File: config.mk
export PLATFORM = sky130hd
export DESIGN_NAME = anim_sequencer
export DESIGN_NICKNAME = d
export VERILOG_FILES = /design/src/rtl/anim_pkg.sv /design/src/rtl/vsync_tick.sv /design/src/rtl/anim_sequencer.sv
export SDC_FILE = /design/constraint.sdc
export NUM_CORES = 1
export LEC_CHECK = 0
export ABC_AREA = 1
export CAP_MARGIN = 10
export CORE_ASPECT_RATIO = 2
export CORE_MARGIN = 1.5
export CORE_UTILIZATION = 40
export DETAILED_ROUTE_END_ITERATION = 12
export PLACE_DENSITY = 0.61
export SYNTH_ARGS = -nofsm -noshare
export SYNTH_HDL_FRONTEND = slang
export SYNTH_SLANG_ARGS = --single-unit
File: constraint.sdc
create_clock -name vga_clk -period 5.85 [get_ports vga_clk]
set_input_delay 1.17 -clock vga_clk [delete_from_list [all_inputs] [get_ports vga_clk]]
set_output_delay 1.17 -clock vga_clk [all_outputs]
set_load 0.01 [all_outputs]
File: src/rtl/anim_pkg.sv
// anim_pkg: animation state encoding, default frame counts and sprite base lookup
// Rev 1.0
`default_nettype none

package anim_pkg;

  typedef enum logic [1:0] {
    IDLE   = 2'd0,
    RUN    = 2'd1,
    JUMP   = 2'd2,
    ATTACK = 2'd3
  } anim_state_t;

  localparam int FRAME_HOLD_DEF    = 6;
  localparam int RUN_FRAMES_DEF    = 4;
  localparam int JUMP_FRAMES_DEF   = 2;
  localparam int ATTACK_FRAMES_DEF = 3;
  localparam int ID_W_DEF          = 5;

  // Sprite ROM layout: one idle frame, then run, jump and attack strips back to back
  function automatic int base_of(input anim_state_t s,
                                 input int run_f  = RUN_FRAMES_DEF,
                                 input int jump_f = JUMP_FRAMES_DEF);
    case (s)
      IDLE:    base_of = 0;
      RUN:     base_of = 1;
      JUMP:    base_of = 1 + run_f;
      default: base_of = 1 + run_f + jump_f;
    endcase
  endfunction

endpackage

`default_nettype wire

File: src/rtl/vsync_tick.sv
// vsync_tick: falling-edge detector on active-low vsync, one-cycle tick output
// Rev 1.0
`default_nettype none

module vsync_tick (
  input  logic clk,
  input  logic rst_n,
  input  logic vs,
  output logic tick
);

  logic vs_q;

  // Resets high so a vsync already low at release does not count as an edge
  always_ff @(posedge clk or negedge rst_n) begin
    if (!rst_n) vs_q <= 1'b1;
    else        vs_q <= vs;
  end

  assign tick = vs_q & ~vs;

endmodule

`default_nettype wire

File: src/rtl/anim_sequencer.sv
// anim_sequencer: per-character animation FSM, updates only on vsync ticks.
// Optional macro ANIM_PAUSE_EN adds a pause input that freezes tick processing. Rev 1.0
`default_nettype none

module anim_sequencer
  import anim_pkg::*;
#(
  parameter int FRAME_HOLD    = FRAME_HOLD_DEF,
  parameter int RUN_FRAMES    = RUN_FRAMES_DEF,
  parameter int JUMP_FRAMES   = JUMP_FRAMES_DEF,
  parameter int ATTACK_FRAMES = ATTACK_FRAMES_DEF,
  parameter int ID_W          = ID_W_DEF
) (
  input  logic            vga_clk,
  input  logic            reset_n,
  input  logic            vs,
  input  logic            move_left,
  input  logic            move_right,
  input  logic            jump_req,
  input  logic            attack_req,
  input  logic            on_ground,
`ifdef ANIM_PAUSE_EN
  input  logic            pause,
`endif
  output anim_state_t     anim_state,
  output logic [2:0]      frame_idx,
  output logic [ID_W-1:0] sprite_id,
  output logic            facing_left,
  output logic            attack_active
);

  localparam logic [5:0] HOLD_LAST = 6'(FRAME_HOLD - 1);
  localparam logic [2:0] RUN_LAST  = 3'(RUN_FRAMES - 1);
  localparam logic [2:0] JUMP_LAST = 3'(JUMP_FRAMES - 1);
  localparam logic [2:0] ATK_LAST  = 3'(ATTACK_FRAMES - 1);

  logic        tick;
  logic        step;
  logic [5:0]  hold;
  logic        attack_pend;

  logic        mv_one;
  logic        hold_done;
  logic        leave;
  logic        restart;
  anim_state_t pick_state;
  logic        pick_facing;
  anim_state_t nxt_state;
  logic        nxt_facing;
  logic [2:0]  adv_frame;
  logic [2:0]  nxt_frame;
  logic [5:0]  nxt_hold;

  vsync_tick u_vsync_tick (
    .clk   (vga_clk),
    .rst_n (reset_n),
    .vs    (vs),
    .tick  (tick)
  );

`ifdef ANIM_PAUSE_EN
  assign step = tick & ~pause;
`else
  assign step = tick;
`endif

  always_comb begin
    mv_one    = move_left ^ move_right;
    hold_done = (hold == HOLD_LAST);

    // Shared exit priority list used by IDLE, RUN and the exits of JUMP/ATTACK
    pick_facing = facing_left;
    if (attack_pend) begin
      pick_state = ATTACK;
    end else if (jump_req && on_ground) begin
      pick_state = JUMP;
    end else if (mv_one) begin
      pick_state  = RUN;
      pick_facing = move_left;
    end else begin
      pick_state = IDLE;
    end

    adv_frame = frame_idx;
    if (hold_done) begin
      case (anim_state)
        RUN:     adv_frame = (frame_idx == RUN_LAST) ? 3'd0 : frame_idx + 3'd1;
        JUMP:    adv_frame = (frame_idx == JUMP_LAST) ? JUMP_LAST : frame_idx + 3'd1;
        ATTACK:  adv_frame = frame_idx + 3'd1;
        default: adv_frame = 3'd0;
      endcase
    end

    case (anim_state)
      IDLE, RUN: leave = 1'b1;
      JUMP:      leave = on_ground && (frame_idx == JUMP_LAST);
      default:   leave = hold_done && (frame_idx == ATK_LAST);
    endcase

    // IDLE and RUN staying put keep their frame count; JUMP/ATTACK re-entry restarts
    restart = leave && ((pick_state != anim_state) ||
                        (anim_state == JUMP) || (anim_state == ATTACK));

    nxt_state  = anim_state;
    nxt_facing = facing_left;
    nxt_frame  = adv_frame;
    nxt_hold   = hold_done ? 6'd0 : hold + 6'd1;
    if (leave) begin
      nxt_state  = pick_state;
      nxt_facing = pick_facing;
    end else if ((anim_state == JUMP) && mv_one) begin
      nxt_facing = move_left;
    end
    if (restart) begin
      nxt_frame = 3'd0;
      nxt_hold  = 6'd0;
    end
  end

  always_ff @(posedge vga_clk or negedge reset_n) begin
    if (!reset_n) begin
      anim_state    <= IDLE;
      frame_idx     <= 3'd0;
      hold          <= 6'd0;
      facing_left   <= 1'b0;
      sprite_id     <= '0;
      attack_active <= 1'b0;
      attack_pend   <= 1'b0;
    end else begin
      if (attack_req)
        attack_pend <= 1'b1;
      else if (step && restart && (nxt_state == ATTACK))
        attack_pend <= 1'b0;

      if (step) begin
        anim_state    <= nxt_state;
        frame_idx     <= nxt_frame;
        hold          <= nxt_hold;
        facing_left   <= nxt_facing;
        sprite_id     <= ID_W'(base_of(nxt_state, RUN_FRAMES, JUMP_FRAMES) + int'(nxt_frame));
        attack_active <= (nxt_state == ATTACK);
      end
    end
  end

endmodule

`default_nettype wire

==> run summary, run 1 <==
The following summarizes the physical implementation.

Status
The run finished with clean final reports.

Synth
The yosys synthesis warning count is 0. The number of synthesized register bits is 19. The unique cell type count in the Yosys netlist is 39. The number of nets at floorplan is 181. The fraction of synthesis flops using an asynchronous set or reset pin is 100%. Synthesis produced 162 cells. For reference, the top cells by area after synthesis are sky130_fd_sc_hd__dfrtp_1 33%, sky130_fd_sc_hd__ha_1 9.3%, sky130_fd_sc_hd__nand2_1 9.2%.

The share of synthesized cell area in full adder, half adder and majority cells is 10.8%.

Critical path
STA shows the worst reg2reg path with a cell count of 14. The register-to-register setup slack is 3.32 ns. Per STA, the highest per-stage delay on the worst path measures 0.50 ns. The kind of end point of the critical path is a flip-flop.

The timing report attributes the biggest portion of critical-path delay to simple AND/OR/NAND/NOR gates. In this run the critical register-to-register path is launched from frame_idx[1]. The most frequent cell on the critical path is sky130_fd_sc_hd__nand2_1. The type of the worst setup path is input pin to flip-flop.

Global routing
The maximum number of pins on one net before global-route repair is 20. The number of antenna violations at the first check in global routing is 0. The via count of the first global-routing pass is 1,103.

Placed design
The final weighted congestion recorded by global placement is 0.783. The cell area after placement is 1540 um^2.

CTS
The hold-fix buffer count after cts is 0. Counting the buffers created by CTS gives 3. The TritonCTS clock tree is built.

Floorplan
For this floorplan the total number of well-tap instances is 31. In this run the core area contains 29 standard-cell rows.

Min path
The sink of the worst hold path is sprite_id[3].

Job
The count of maximum capacitance violations is 0.

Final layout
0 antenna diodes ended up in the layout. The register cell area after layout is 477 um^2. The register with the highest flop count is hold. After filler insertion, the fill cell instance count of the layout stands at 332. The final design area excluding fillers is 1580 um^2.

Detailed routing
In this run, the number of DRC markers left after iteration 0 of detailed routing was 16. Per the detail_route log, met3 wirelength is 55 um. After detailed routing, the number of vias per cell comes to 5.09.

Summed over all nets, wire length on met2 after detailed routing comes to 1550 um.

Timing
The count of final hold-check violations is 0.
Fig. 1: run 1, clock wiring as the flow saved it
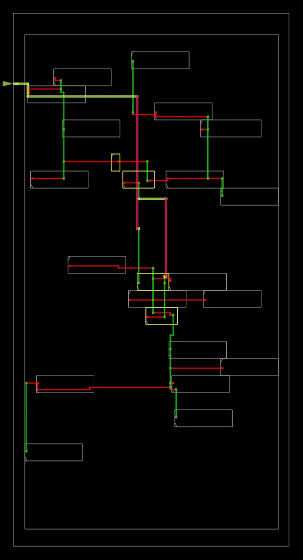
number of sinks on the clock net: 19
Clock buffer cells: 4

Fig. 2: run 1, placed cells, one colour a class
(8 px per um)
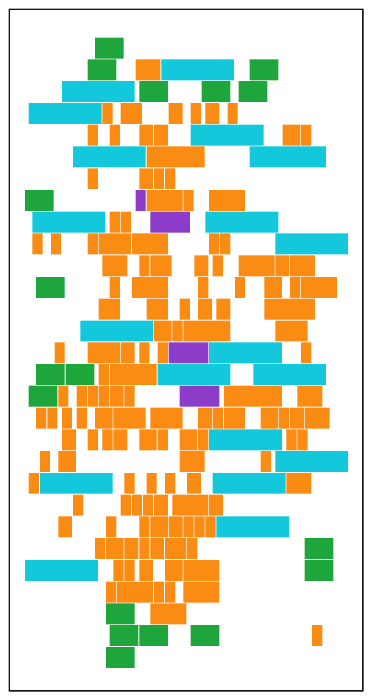
[cyan] registers | cells: 19 | share of their area: 31%
[green] remaining buffers and delay cells | cells: 18 | share of their area: 12%
[orange] remaining logic cells | cells: 139 | share of their area: 55%
[purple] clock drivers and dummy loads | cells: 4 | share of their area: 2.9%

Fig. 3: run 1, cell sizes after repair
(4 px per um)
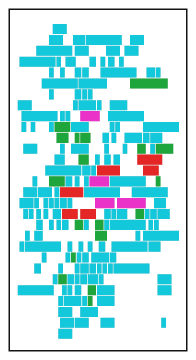
[cyan] x1 and smaller | cells: 152 | share: 84% | most used: nand2_1
[green] x2 | cells: 18 | share: 10% | most used: nand2_2
[red] x3 and x4 | cells: 6 | share: 3.3%
[magenta] x6 and larger | cells: 4 | share: 2.2% | most used: clkbuf_8

==> run 1 -> run 2 <==
==> constraint.sdc (replaced) <==
create_clock -name vga_clk -period 3.25 [get_ports vga_clk]
set_input_delay 0.65 -clock vga_clk [delete_from_list [all_inputs] [get_ports vga_clk]]
set_output_delay 0.65 -clock vga_clk [all_outputs]
set_load 0.01 [all_outputs]
Fig. 4: run 2, signal metal coverage by tile
(6 px per um) 9 x 17 tiles, from dark purple (low) to yellow (high), scaled to the fullest tile. Values are wire area over tile area, all layers added.
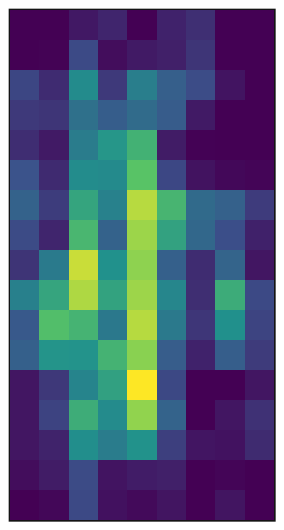
fullest tile: 0.45
tiles over half the peak: 19%
emptiest ninth of the die: upper right
mean over tiles: 0.12
nearly empty tiles: 17%

Fig. 5: run 2, cell sizes after repair
(4 px per um)
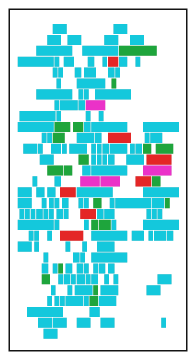
[green] x2 | cells: 19 | share: 10% | most used: nand2_2
[red] x3 and x4 | cells: 7 | share: 3.9%
[cyan] x1 and smaller | cells: 151 | share: 83% | most used: nand2_1
[magenta] x6 and larger | cells: 4 | share: 2.2% | most used: clkbuf_8

==> run summary, run 2 <==
The following summarizes the physical implementation.

Final layout
The layout has 3 clock buffers. The filler cell count is 318. The final antenna diode count is 0. The final design area excluding fillers is 1590 um^2. Ranked by flip-flop count, first place goes to hold. The register cell area after layout is 477 um^2. The multi-input logic portion of the cell area is 46.7%.

The layout cell share with drive strength beyond 1 is 16.6%.

Min path
Looking at hold timing, the worst path starts from sprite_id[3]. STA shows the worst min-delay path finishing at sprite_id[3]. The report gives the cell count of the worst hold path as 1.

Global routing
The met3 demand-to-capacity share in global routing is 2.13%. The via count of the first global-routing pass is 1,123. The maximum number of pins on one net before global-route repair is 20. The number of antenna violations at the first check in global routing was 0.

Floorplan
The count of standard-cell rows is 29. The count of boundary I/O pins is 20. For this floorplan the total number of well-tap instances is 31.

Critical path
Counting cells, the worst reg-to-reg path comes to 14. The worst setup path is captured at a flip-flop. The delay contributed by the slowest stage of the critical path is 0.50 ns. The type of the worst setup path is input pin to flip-flop. The endpoint of the lowest-slack register-to-register path is sprite_id[1]. The launching element of the worst setup path is move_left. The depth of the critical timing path with buffers and inverters included is 15.

The startpoint of the worst register-to-register path is frame_idx[1]. The register-to-register setup slack is 0.71 ns. The cell family with the largest share of critical-path delay is simple AND/OR/NAND/NOR gates.

By instance count, the cell type seen most on the critical path is sky130_fd_sc_hd__nand2_1.

CTS
No sink is reached through more buffers than the 2 on the longest clock path. The hold-fix buffer count after cts is 0. TritonCTS built the clock tree. The cell at the root of the clock tree is sky130_fd_sc_hd__clkbuf_8. The number of clock buffers added by TritonCTS is 3. The total clock sinks is 19. For reference, the clock transition at the flip-flops on the worst setup and hold paths is 0.07 ns.

Detailed routing
After the first detailed-routing iteration, the DRC count stood at 22. Summed over all nets, wire length on met3 after detailed routing comes to 51 um. The number of vias per cell is 5.15.

The post-route antenna net violation count is 0. The routed design uses 1650 um of met2 wire.

Synth
The unique cell type count in the Yosys netlist is 39. For this design, Yosys synthesis ends with a cell count of 162. In this run, the synthesized area fraction spent on xor and xnor cells is recorded as 3.26%. The main area contributors are sky130_fd_sc_hd__dfrtp_1 33%, sky130_fd_sc_hd__ha_1 9.3%, sky130_fd_sc_hd__nand2_1 9.2%. The synthesis report lists the Yosys warning total as 0. Yosys reported a register bit count of 19. Synthesis produced a netlist whose cell count is 162. The fraction of synthesis flops using an asynchronous set or reset pin is 100%.

The dominant non-sequential cell family after synthesis is simple AND/OR/NAND/NOR gates. In this run, the synthesized area fraction spent on adder and majority cells is recorded as 10.8%. The number of nets at floorplan is 181.

Status
The flow ran to the end, and the final reports show no timing, DRC or antenna violations.

Timing
Setup repair after global routing left no endpoint under its margin. Per the final timing report, the hold violations number 0. For this run, the final setup violation count is recorded as 0.

Across the routed clock network, the largest skew measured is 0.00246 ns.

Power and ir drop
The share of total power in the clock network is 22.2%. For this design the total switching power over the nets is 269 uW.

Placed design
The final weighted congestion in routability-driven placement is 0.780. Summing all placed instances gives a cell area of 1540 um^2.

Job
The number of maximum-capacitance violations recorded for the run is 0.
Power and IR drop assume default switching activity.
